## src/rtl/fib_controller_pkg.sv

```systemverilog
// Shared constants for the Fibonacci sequencer: control-word layout and FSM state codes.
// Latency: n/a (definitions only).
// Backpressure: n/a (definitions only).
package fib_ctrl_pkg;

    // Control-word width; the datapath decodes exactly these five strobes.
    localparam int C_W = 5;

    // Bit positions inside the control word c.
    localparam int C_INIT  = 0;
    localparam int C_ADD   = 1;
    localparam int C_SHIFT = 2;
    localparam int C_DEC   = 3;
    localparam int C_LATCH = 4;

    // State enumeration, kept as plain codes so older tools and dumps read them directly.
    typedef logic [2:0] state_t;
    localparam state_t S_IDLE  = 3'd0;
    localparam state_t S_INIT  = 3'd1;
    localparam state_t S_CHECK = 3'd2;
    localparam state_t S_ADD   = 3'd3;
    localparam state_t S_SHIFT = 3'd4;
    localparam state_t S_DEC   = 3'd5;
    localparam state_t S_DONE  = 3'd6;

    // Moore decode: each working state raises exactly one strobe; IDLE and CHECK raise none.
    function automatic logic [C_W-1:0] ctrl_word(input state_t s);
        logic [C_W-1:0] w;
        w          = '0;
        w[C_INIT]  = (s == S_INIT);
        w[C_ADD]   = (s == S_ADD);
        w[C_SHIFT] = (s == S_SHIFT);
        w[C_DEC]   = (s == S_DEC);
        w[C_LATCH] = (s == S_DONE);
        return w;
    endfunction

endpackage

```

## src/rtl/fib_controller_if.sv

```systemverilog
// Bundle of request/status/control signals between a host+datapath and the sequencer.
// Latency: n/a (wiring only).
// Backpressure: none; start is simply ignored while the sequencer is busy.
interface fib_controller_if #(
    parameter int N_W = 8,
    parameter int C_W = 5
) ();
    logic           start;
    logic           abort;
    logic [N_W-1:0] n_in;
    logic           is_n_0;
    logic [C_W-1:0] c;
    logic [N_W-1:0] n;
    logic           busy;
    logic           done;
    logic           err;
    logic [N_W-1:0] iter;

    // Host/datapath side drives requests and status, observes control.
    modport master (
        output start, abort, n_in, is_n_0,
        input  c, n, busy, done, err, iter
    );

    // Sequencer side.
    modport slave (
        input  start, abort, n_in, is_n_0,
        output c, n, busy, done, err, iter
    );
endinterface

```

## src/rtl/fib_controller_iter_counter.sv

```systemverilog
// Iteration counter: cleared on accepted start, +1 per completed DEC, saturating, compared to n.
// Latency: count visible the cycle after the increment edge; eq_n is combinational.
// Backpressure: none; inc/clr are single-cycle strobes from the FSM.
module fib_iter_counter #(
    parameter int N_W = 8
) (
    input  logic           clk,
    input  logic           rst,
    input  logic           clr,
    input  logic           inc,
    input  logic [N_W-1:0] n,
    output logic [N_W-1:0] iter,
    output logic           eq_n
);

    logic [N_W-1:0] cnt;

    // Count DEC cycles; clear wins over increment, and the count sticks at all-ones.
    always_ff @(posedge clk or negedge rst) begin
        if (!rst) begin
            cnt <= '0;
        end else if (clr) begin
            cnt <= '0;
        end else if (inc && (cnt != {N_W{1'b1}})) begin
            cnt <= cnt + {{(N_W-1){1'b0}}, 1'b1};
        end
    end

    assign iter = cnt;
    assign eq_n = (cnt == n);

endmodule

```

## src/rtl/fib_controller.sv

```systemverilog
// Moore FSM sequencing a Fibonacci datapath: INIT, then (CHECK, ADD, SHIFT, DEC)* until done.
// Latency: done pulses 3+4*n cycles after the start edge.
// Backpressure: start ignored while busy; abort cancels any working state except DONE.
module fib_controller
    import fib_ctrl_pkg::*;
#(
    parameter int N_W = 8,
    parameter int C_W = fib_ctrl_pkg::C_W  // layout is fixed at five strobes
) (
    input  logic           clk,
    input  logic           rst,
    fib_controller_if.slave bus
);

    state_t         state;
    state_t         state_nxt;
    logic [N_W-1:0] n_q;
    logic           err_q;
    logic [N_W-1:0] iter_q;
    logic           iter_eq_n;
    logic           start_acc;
    logic           dec_inc;
    logic           work_st;

    assign start_acc = (state == S_IDLE) && bus.start && !bus.abort;
    assign work_st   = (state == S_INIT) || (state == S_CHECK) || (state == S_ADD) ||
                       (state == S_SHIFT) || (state == S_DEC);
    // An aborted DEC does not count as a completed iteration.
    assign dec_inc   = (state == S_DEC) && !bus.abort;

    // Next-state logic; abort takes priority in every working state.
    always_comb begin
        state_nxt = state;
        if (work_st && bus.abort) begin
            state_nxt = S_IDLE;
        end else begin
            case (state)
                S_IDLE:  state_nxt = start_acc ? S_INIT : S_IDLE;
                S_INIT:  state_nxt = S_CHECK;
                S_CHECK: state_nxt = (bus.is_n_0 || iter_eq_n) ? S_DONE : S_ADD;
                S_ADD:   state_nxt = S_SHIFT;
                S_SHIFT: state_nxt = S_DEC;
                S_DEC:   state_nxt = S_CHECK;
                S_DONE:  state_nxt = S_IDLE;
                default: state_nxt = S_IDLE;
            endcase
        end
    end

    // State register.
    always_ff @(posedge clk or negedge rst) begin
        if (!rst) begin
            state <= S_IDLE;
        end else begin
            state <= state_nxt;
        end
    end

    // Operand latch and sticky error: iterations ran out before the datapath reported zero.
    always_ff @(posedge clk or negedge rst) begin
        if (!rst) begin
            n_q   <= '0;
            err_q <= 1'b0;
        end else if (start_acc) begin
            n_q   <= bus.n_in;
            err_q <= 1'b0;
        end else if ((state == S_CHECK) && !bus.abort && !bus.is_n_0 && iter_eq_n) begin
            err_q <= 1'b1;
        end
    end

    fib_iter_counter #(
        .N_W (N_W)
    ) u_iter (
        .clk  (clk),
        .rst  (rst),
        .clr  (start_acc),
        .inc  (dec_inc),
        .n    (n_q),
        .iter (iter_q),
        .eq_n (iter_eq_n)
    );

    assign bus.c    = ctrl_word(state);
    assign bus.n    = n_q;
    assign bus.busy = (state != S_IDLE);
    assign bus.done = (state == S_DONE);
    assign bus.err  = err_q;
    assign bus.iter = iter_q;

endmodule

```

## src/flat_wrapper.sv

```systemverilog
// flat-port wrapper written by rule: the top's interface ports become plain ports
module fib_controller_flat import fib_ctrl_pkg::*;
#(
    parameter int N_W = 8,
    parameter int C_W = fib_ctrl_pkg::C_W                                    
)
  (clk, rst, bus_start, bus_abort, bus_n_in, bus_is_n_0, bus_c, bus_n, bus_busy, bus_done, bus_err, bus_iter);
  fib_controller_if #(.N_W(N_W), .C_W(C_W)) bus_i ();
  input  logic clk;
  input  logic rst;
  input wire logic [$bits(bus_i.start)-1:0] bus_start;
  input wire logic [$bits(bus_i.abort)-1:0] bus_abort;
  input wire logic [$bits(bus_i.n_in)-1:0] bus_n_in;
  input wire logic [$bits(bus_i.is_n_0)-1:0] bus_is_n_0;
  output wire logic [$bits(bus_i.c)-1:0] bus_c;
  output wire logic [$bits(bus_i.n)-1:0] bus_n;
  output wire logic [$bits(bus_i.busy)-1:0] bus_busy;
  output wire logic [$bits(bus_i.done)-1:0] bus_done;
  output wire logic [$bits(bus_i.err)-1:0] bus_err;
  output wire logic [$bits(bus_i.iter)-1:0] bus_iter;
  assign bus_i.start = bus_start;
  assign bus_i.abort = bus_abort;
  assign bus_i.n_in = bus_n_in;
  assign bus_i.is_n_0 = bus_is_n_0;
  assign bus_c = bus_i.c;
  assign bus_n = bus_i.n;
  assign bus_busy = bus_i.busy;
  assign bus_done = bus_i.done;
  assign bus_err = bus_i.err;
  assign bus_iter = bus_i.iter;
  fib_controller #(.N_W(N_W), .C_W(C_W)) u_core (.clk(clk), .rst(rst), .bus(bus_i));
endmodule
```

## config.mk

```make
export PLATFORM = sky130hd
export DESIGN_NAME = fib_controller_flat
export DESIGN_NICKNAME = d
export VERILOG_FILES = /design/src/rtl/fib_controller_pkg.sv /design/src/rtl/fib_controller_if.sv /design/src/rtl/fib_controller_iter_counter.sv /design/src/rtl/fib_controller.sv /design/src/flat_wrapper.sv
export SDC_FILE = /design/constraint.sdc
export NUM_CORES = 1
export LEC_CHECK = 0
export CAP_MARGIN = 20
export CORE_ASPECT_RATIO = 0.75
export CORE_MARGIN = 2
export CORE_UTILIZATION = 48
export DETAILED_ROUTE_END_ITERATION = 7
export PLACE_DENSITY = 0.83
export SYNTH_ARGS = -nofsm -noshare
export SYNTH_HDL_FRONTEND = slang
export SYNTH_SLANG_ARGS = --single-unit
```

## constraint.sdc

```tcl
create_clock -name clk -period 4.1 [get_ports clk]
set_input_delay 0.41 -clock clk [delete_from_list [all_inputs] [get_ports clk]]
set_output_delay 0.41 -clock clk [all_outputs]
set_load 0.01 [all_outputs]
```

### Floorplan with the power grid

Pins as bars on the die edge. Tap cells in gray.
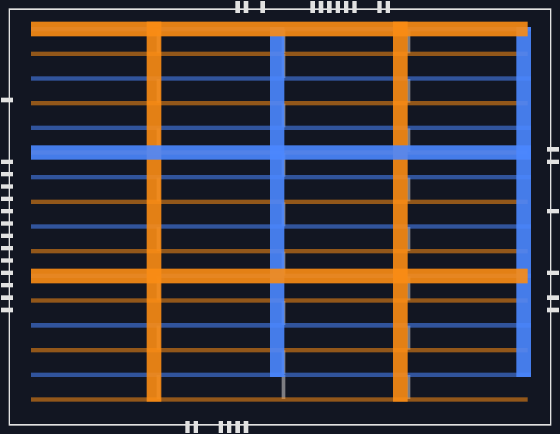
Key: orange = VSS; blue = VDD
3 straps on met5. 16 met1 rails follow the rows. The core has 15 rows. 4 straps on met4.

### Cells colored by class

Bar = 20 um. Fill, decap, tap and diode cells in gray.
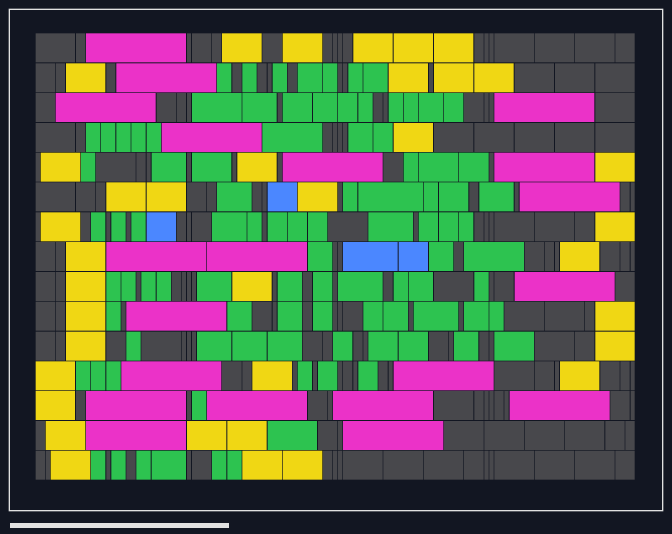
Key: green = all other logic [cells 95]; blue = clock drivers and dummy loads [cells 4]; yellow = other buffers and delay cells [cells 36]; magenta = flip-flops [cells 20]

### Clock network drawn from the DEF

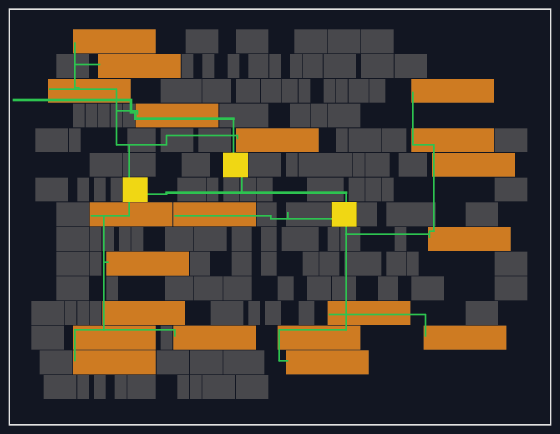
Key: green = clock wires [length 225 um]; yellow = cells driving clock nets [count 3]; orange = flip-flops [count 20]
There are 4 routed clock nets. Position of the flops: spread over the die.

==> summary.rpt <==
CELLS AND AREA
------------------------------------------------------------------------------------------------------
Non-clock inverter count ................................................................            4
Non-Filler Cell Area, Final .............................................................   1500 sq um
Number of nets in the layout ............................................................          170
Clock tree buffer count of the final layout .............................................            4
Area of the multi-input gates ...........................................................    557 sq um
Fraction of final layout cells sized beyond drive strength 1 ............................        8.39%
Register Area ...........................................................................    500 sq um
Flop count ..............................................................................           20
Synthesis-to-layout area growth .........................................................        35.3%
Share of the core filled with cells .....................................................        67.2%
Clock buf/inv share .....................................................................        2.42%
Top logic cells by instance count in the layout ......................................... clkdlybuf4s50_1, nand2_1, dfrtp_1, xor2_1, nor2_1
Buffering overhead ......................................................................        24.0%
Nonclk buf count ........................................................................           36
Fraction of area in multi-input gates ...................................................        37.1%
Most instantiated logic cell after routing .............................................. clkdlybuf4s50_1
Antenna diode count .....................................................................            0
Dominant kind of cell by area ........................................................... multi-input combinational cells
Non-filler cells, final .................................................................          180
Count of multi-input gates ..............................................................           91

YOSYS
------------------------------------------------------------------------------------------------------
Yosys cell count ........................................................................          122
Commonest cells post-synth .............................................................. nand2_1, dfrtp_1, xor2_1
Top-area cell type share of the netlist area ............................................        45.1%
Most area-hungry cell type in the Yosys netlist .........................................      dfrtp_1
AND-OR/OR-AND share of the synthesized area .............................................        12.8%
Floorplan Nets ..........................................................................          136
Most common cell in the netlist .........................................................      nand2_1
Area fraction in and, or, nand and nor cells ............................................        28.1%
Distinct cell type count after synthesis ................................................           33
Largest combinational cell category by area ............................................. simple AND/OR/NAND/NOR gates
Post-synth EDFFs ........................................................................            0
Seq/Total Area, Yosys ...................................................................        45.1%
Xor/xnor cell area share of the yosys netlist ...........................................        6.32%
Adder share .............................................................................        1.13%
Synth mux share .........................................................................        1.92%
Leading cell types by total area after synthesis ........................................ dfrtp_1, nand2_1, xor2_1
Mean Syn Cell Area ......................................................................   9.09 sq um
Yosys warning total .....................................................................            0
Register bit count reported by yosys ....................................................           20
Area of the mapped netlist ..............................................................   1110 sq um
Dominant synthesized flop cell ..........................................................      dfrtp_1
Ys async rst share ......................................................................         100%
Synthesized instance count ..............................................................          122
Area of the synthesized netlist per yosys stat ..........................................   1110 sq um

STA
------------------------------------------------------------------------------------------------------
Setup repair after global routing missed its margin .....................................        false
Final critical-path required period .....................................................      2.12 ns
Final setup viols .......................................................................            0
Maximum clock skew at final layout ......................................................  0.000651 ns
Relative max-transition margin ..........................................................        42.7%
Hold Slack ..............................................................................     0.515 ns
Cycle use final .........................................................................        51.7%
Min setup slack post-route ..............................................................      1.98 ns
Max-slew violations .....................................................................            0
Top achievable clock speed ..............................................................      471 MHz
Final hold vios .........................................................................            0
Fin Setup TNS ...........................................................................         0 ns

GLOBAL ROUTING
------------------------------------------------------------------------------------------------------
Total congestion overflow ...............................................................            0
Global Route Usage Sum ..................................................................        21.2%
Met3 routing resource usage after global routing ........................................        6.82%
Routing layer with the top usage in global route ........................................         met2
Global-route track usage on met1 ........................................................        28.5%
First-pass GRT wire length ..............................................................      4.23 mm
Initial antenna violation count .........................................................            0
Number of global-route vias before repair ...............................................          945
Largest net degree at the start of global routing .......................................           21

CLOCKING
------------------------------------------------------------------------------------------------------
CTS tree ................................................................................        built
CTS Root Buffer Type ....................................................................     clkbuf_4
Insertion Delay late pin ................................................................      0.30 ns
CTS-repair resized insts ................................................................            0
Count of hold-fix buffers inserted at cts ...............................................            0
Inserted Clock Buffers ..................................................................            3
Clock transition at the register clock pins on the worst setup and hold paths after CTS .      0.11 ns
Clock sink total ........................................................................           20
Total number of H-tree levels ...........................................................            1
Clock tree buffer depth .................................................................            2

CRITICAL PATH
------------------------------------------------------------------------------------------------------
Endpoint of the lowest-slack register-to-register path .................................. u_core.bus.err$_DFFE_PN0P_
Sort of element at the end of the critical path .........................................  output port
Worst Path Buf+Inv ......................................................................            1
Category of cells accounting for the largest share of critical-path delay ............... buffers and inverters
Register-to-Register Path Depth .........................................................            3
Total stage count of the critical path ..................................................            3
Reg-to-reg critical path startpoint ..................................................... u_core.state[0]$_DFF_PN0_
CP Class ................................................................................ register to output port
Slowest cell on the critical path ....................................................... clkdlybuf4s50_1
CP arrival ..............................................................................      1.71 ns
Worst setup SP type .....................................................................     register
CP startpoint ........................................................................... u_core.state[1]$_DFF_PN0_
Worst Path Max Fanout ...................................................................            8
WP data required ........................................................................      3.69 ns
Ordered cell list for the critical path ................................................. nand2b_1 -> nor2_1 -> clkdlybuf4s50_1
Endpoint of the worst setup timing path .................................................     bus_c[3]
Setup slack of the worst register-to-register path ......................................      2.48 ns
Critical path's largest stage delay .....................................................      0.57 ns

POWER
------------------------------------------------------------------------------------------------------
Leakage power summed over all cells .....................................................     0.659 nW
Total power per unit cell area ..........................................................  362 nW/um^2
Highest ir drop seen on vdd .............................................................     0.231 mV
Clk pwr .................................................................................     0.114 mW
Power dissipated by switching net loads .................................................     0.170 mW
Group drawing the most power ............................................................    registers
Seq pwr share ...........................................................................        47.1%
Seq group ...............................................................................     0.256 mW
Logic pwr share .........................................................................        32.0%
Power consumption .......................................................................     0.543 mW
Clock network fraction of total power ...................................................        21.0%
Switching Share .........................................................................        31.4%
Internal ................................................................................     0.373 mW

FLOORPLAN
------------------------------------------------------------------------------------------------------
Overall die area ........................................................................   2710 sq um
Horizontal die dimension ................................................................      59.5 um
Number of primary I/O pins ..............................................................           37
Pre-placement core utilization ..........................................................        49.6%
Vertical die dimension ..................................................................      45.6 um

HOLD PATH
------------------------------------------------------------------------------------------------------
Hold path endpoint ...................................................................... u_core.bus.err$_DFFE_PN0P_
Hold_sp ................................................................................. u_core.bus.err$_DFFE_PN0P_
Cell depth of the worst hold path .......................................................            1
Worst hold-check path type .............................................................. register to register

DETAILED ROUTING
------------------------------------------------------------------------------------------------------
Number of DRC violations after detailed-routing iteration 0 .............................           33
Length of routed wiring on met1 .........................................................      1.18 mm
Routed length on met3 ...................................................................       161 um
DRT antenna net count ...................................................................            0
Detailed Routing Iterations Pass 1 ......................................................            4
DRC violation count after routing .......................................................            0
Uppermost routed layer ..................................................................         met3
DR WL met2 ..............................................................................      1.21 mm
Average vias per placed instance ........................................................         5.54
Routed WL per cell ......................................................................      14.2 um

OUTCOME
------------------------------------------------------------------------------------------------------
Outcome ................................................................................. finished clean

JOB
------------------------------------------------------------------------------------------------------
Max Cap Viol ............................................................................            0

PLACED DESIGN
------------------------------------------------------------------------------------------------------
Count of port buffers added during placement ............................................           36
Final GP Congestion .....................................................................        0.789
Number of instances in the placed design ................................................          176
Detailed placer's ending HPWL ...........................................................      1.95 mm
Area of placed instances ................................................................   1460 sq um

### Met2 routing

Bar = 20 um.
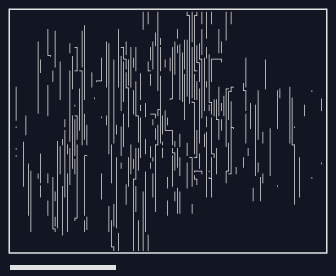
The longest straight run is 20.7 um. The layer holds 47% of the routed length. The layer carries 1210 um of wire.
vias post-DR: 998
Post-Route WL: 2.55 mm
met2 demand-to-capacity share in global routing: 34.5%

### Cell outlines without signal wires

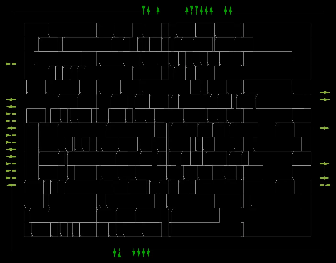
fraction of standard cell area that is sequential: 33.4%
count of fill cells added during filler insertion: 176
core box area: 2230 sq um
site row count: 15
tap cells: 25

No activity file was given, so power comes from the tool's default toggle rates.
